==> config.mk <==
export PLATFORM = sky130hd
export DESIGN_NAME = load_store_unit_flat
export DESIGN_NICKNAME = d
export VERILOG_FILES = /design/src/rtl/load_store_unit_if.sv /design/src/rtl/load_store_unit.sv /design/src/flat_wrapper.sv
export SDC_FILE = /design/constraint.sdc
export NUM_CORES = 1
export LEC_CHECK = 0
export ABC_AREA = 1
export ABC_CLOCK_PERIOD_IN_PS = 2200
export CORE_ASPECT_RATIO = 1.5
export CORE_MARGIN = 2
export CORE_UTILIZATION = 42
export CTS_CLUSTER_SIZE = 25
export DETAILED_ROUTE_END_ITERATION = 7
export GPL_TIMING_DRIVEN = 0
export PLACE_DENSITY = 0.87
export SETUP_SLACK_MARGIN = 0.5
export SLEW_MARGIN = 5
export SYNTH_ARGS = -nofsm -noshare
export SYNTH_HDL_FRONTEND = slang
export SYNTH_SLANG_ARGS = --single-unit
export TNS_END_PERCENT = 100
==> constraint.sdc <==
create_clock -name clk -period 2.2 [get_ports clk]
set_input_delay 0.44 -clock clk [delete_from_list [all_inputs] [get_ports clk]]
set_output_delay 0.44 -clock clk [all_outputs]
set_load 0.01 [all_outputs]
Fig. 1: run 1, met3 routing
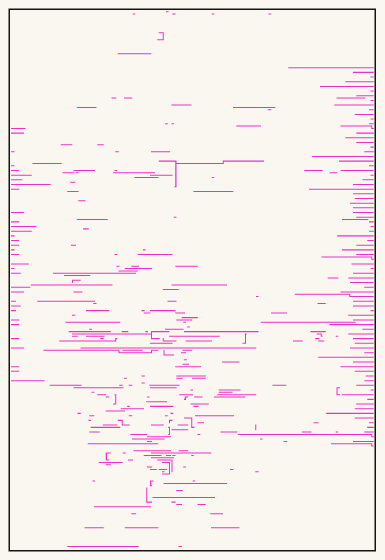
share of all routed wire: 6.4%
longest straight run: 50.8 um
wire length on this layer: 1740 um
nets with wire on the layer: 239
met3 Usage GRT: 0.0505
via count: 8182

Fig. 2: run 1, signal wires by layer
Bar = 20 um. Only two layers are drawn.
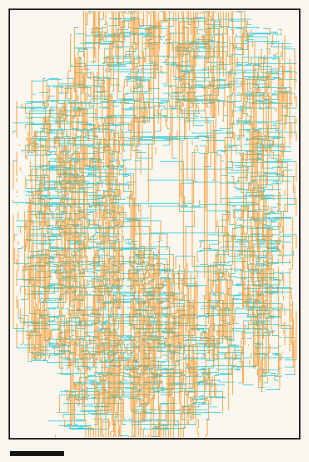
[cyan] metal 1 | wire length: 9570 um
[orange] metal 2 | wire length: 14200 um
WL per Instance: 17.8 um
Routed WL: 27400 um
Total GRT Usage: 0.295

Fig. 3: run 1, M2 wires
Bar = 20 um.
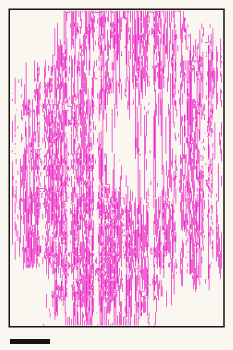
nets with wire on the layer: 1274
share of all routed wire: 52%
wire length on this layer: 14200 um
longest straight run: 54.1 um
met2 Use GR: 0.547

==> results_dict.tcl, run 1 <==
# metrics dict for downstream scripts
set metrics [dict create \
    common_cells "nand2_1 (434), inv_1 (131), a21oi_1 (124)" \
    mux_area_frac 0 \
    synthTopLogicFamily "simple AND/OR/NAND/NOR gates" \
    clkTransAtPathRegs_ns 0.09 \
    cp.arrival_ns 2.42 \
    flop_area_um2 2190 \
    nFillCells 1124 \
    p_leak_nw 5.99 \
    rows 56 \
    worst_pin_slew_ns 0.832 \
    pin_count 218 \
    fin_setup_tns_ns 0 \
    cp_slowest_stage_delay_ns 0.58 \
    logic_area_um2 4780 \
    fmax_mhz 467 \
    area_leaders "dfxtp_1 (33%), nand2_1 (25%), a21oi_1 (9.4%)" \
    gp_congestion 0.987 \
    ys_chip_area_um2 6570 \
    clockBufferDepth 2 \
    clkLatencyLatePin_ns 0.36 \
    top_layer_used "met4" \
    drc 0 \
    syn_to_final_growth_pct 71.0 \
    grt_setup_unrepaired "true" \
    hold_ws_ns 0.458 \
    timing.critical_path.buf_inv 5 \
    synthArstFlopShare 0 \
    drive_gt1_frac 0.222 \
    wl_met2_um 14200 \
    status "finished, final reports clean" \
    ys.flops 109 \
    drt-met1-wl_um 9570 \
    use_met1 0.299 \
    worstPathCellList "buf_6 -> ha_4 -> inv_2 -> fa_1 -> nor2_1 -> o21ai_2 -> nand3_4 -> nor2_8 -> buf_6 -> inv_6 -> buf_12 -> a21oi_2 -> o21ai_1 -> a21oi_1" \
    first_pass_iters 8 \
    fa_ha_area_frac 0.0773 \
    edf_count 0 \
    setup_viol 0 \
    worstSetupPathType "primary input to register" \
]
## run 1: power breakdown
group | total (mW) | switching, mW | leakage, nW | internal, mW
sequential | 2.44 | 0.194 | 0.886 | 2.25
clock | 1.72 | 0.900 | 0.147 | 0.823
combinational | 4.19 | 2.25 | 4.96 | 1.94
total | 8.36 | 3.35 | 5.99 | 5.01
## run 1: metrics by stage
stage               setup slack [ns]  cell area [um2]
global placement               -1.01             9050
CTS                            0.166            10600
finish                        0.0604            11200
detailed placement             -1.04             9050
global route                 0.00414            11200
floorplan                     0.0809             6630
## run 1: layout make-up
class | instances | share of cell area
plain buffers | 33 | 0.0307
clock buffers | 9 | 0.0200
clock inverters | 7 | 0.00757
inverters | 134 | 0.0456
multi-input cells | 778 | 0.425
flip-flops and latches | 109 | 0.195
well taps | 203 | 0.0226
repair buffers | 261 | 0.253
==> run 1 -> run 2 <==
--- a/config.mk
+++ b/config.mk
@@ -12,6 +12,7 @@
 export CORE_UTILIZATION = 42
 export CTS_CLUSTER_SIZE = 25
 export DETAILED_ROUTE_END_ITERATION = 7
+export GPL_ROUTABILITY_DRIVEN = 1
 export GPL_TIMING_DRIVEN = 0
 export PLACE_DENSITY = 0.87
 export SETUP_SLACK_MARGIN = 0.5
Fig. 4: run 2, clock nets
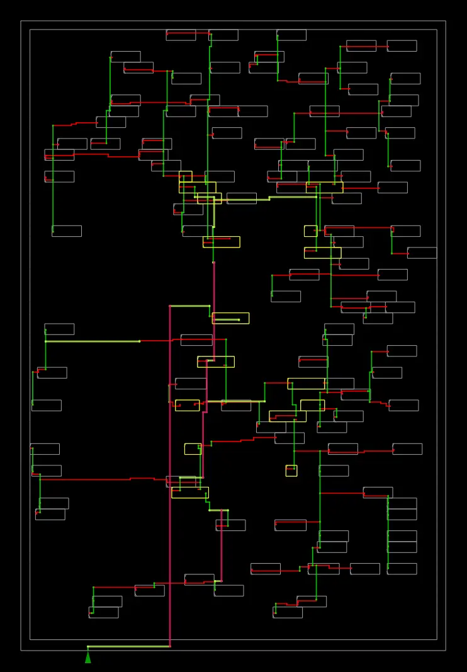
cts bufs inserted: 9
clock sink total: 109
Clock buffer cells: 9
Clk power: 1.72 mW
Late-Pin Clk Latency: 0.36 ns

==> run 2 against run 1 <==
Via count did not move. Synthesized cell count stayed put. Final area did not move. Clock skew unchanged. Synthesized area stayed put. Global-route usage stayed put. Core utilization is the same. First-iteration DRC count stayed put. Largest power group unchanged. Highest routed layer unchanged.
==> results_dict.tcl, run 2 <==
# metrics dict for downstream scripts
set metrics [dict create \
    clkCellAreaFrac 0.0276 \
    pin_count 218 \
    nWellTaps 203 \
    bufAreaShareNonClock 0.284 \
    worst_pin_slew_ns 0.832 \
    setup_slack_ns 0.0604 \
    pwr-share-clk 0.206 \
    cp.arrival_ns 2.42 \
    flop_area_um2 2190 \
    nFillCells 1124 \
    logic_gates 778 \
    p_comb_mw 4.19 \
    p_sw_mw 3.35 \
    grt_use_met3 0.0505 \
    worstSetupPathType "primary input to register" \
    status "finished, final reports clean" \
    use_met1 0.299 \
    use_met2 0.547 \
    nonClockBufferCount 294 \
    pg_seq_mw 2.44 \
    drc 0 \
    synthArstFlopShare 0 \
    seq_cell_count 109 \
    first_pass_iters 8 \
    common_cells "nand2_1 (434), inv_1 (131), a21oi_1 (124)" \
    fmax_mhz 467 \
    area_leaders "dfxtp_1 (33%), nand2_1 (25%), a21oi_1 (9.4%)" \
    p_int_mw 5.01 \
    grt_setup_unrepaired "true" \
    placed_area_um2 9050 \
    wl_per_cell_um 17.8 \
    dp_slack_ns -1.04 \
]
Fig. 5: run 2, power grid
Bar = 20 um. Pins as bars on the die edge.
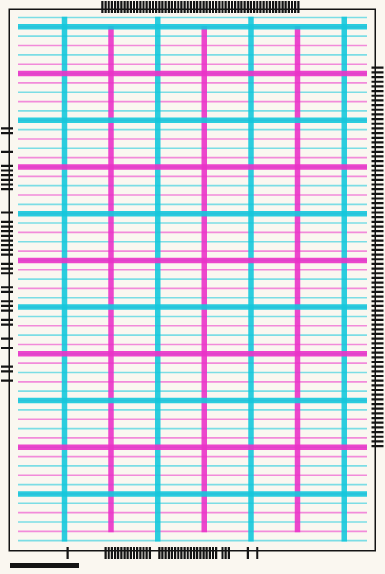
[cyan] VSS
[magenta] VDD
met4 straps: 7
met1 rails: 57
signal pins: 218
VDD IR max: 453 uV
Chip Height: 157 um
Core Box Area: 15500 um2
chip width: 106 um

[run 2: cell counts in the layout (fill, tap and decap cells not counted)]
Identical to the previous run, type by type.
[run 2: critical path, stage by stage]
cell     delay, ns
buf_6         0.08
ha_4          0.13
inv_2         0.04
fa_1          0.58
nor2_1        0.07
o21ai_2       0.15
nand3_4       0.14
nor2_8        0.13
buf_6         0.12
inv_6         0.04
buf_12        0.13
a21oi_2       0.11
o21ai_1       0.09
a21oi_1       0.17
[run 2: logic make-up (layout without fill, tap and decap cells)]
| kind of cell | count (synthesis) | after routing |
|---|---|---|
| compound gates | 171 | 171 |
| xor+xnor | 2 | 2 |
| fa+ha+maj | 40 | 40 |
| buf+inv | 167 | 444 |
| flops | 109 | 109 |
| simple gates | 565 | 565 |
Power and IR drop assume default switching activity.
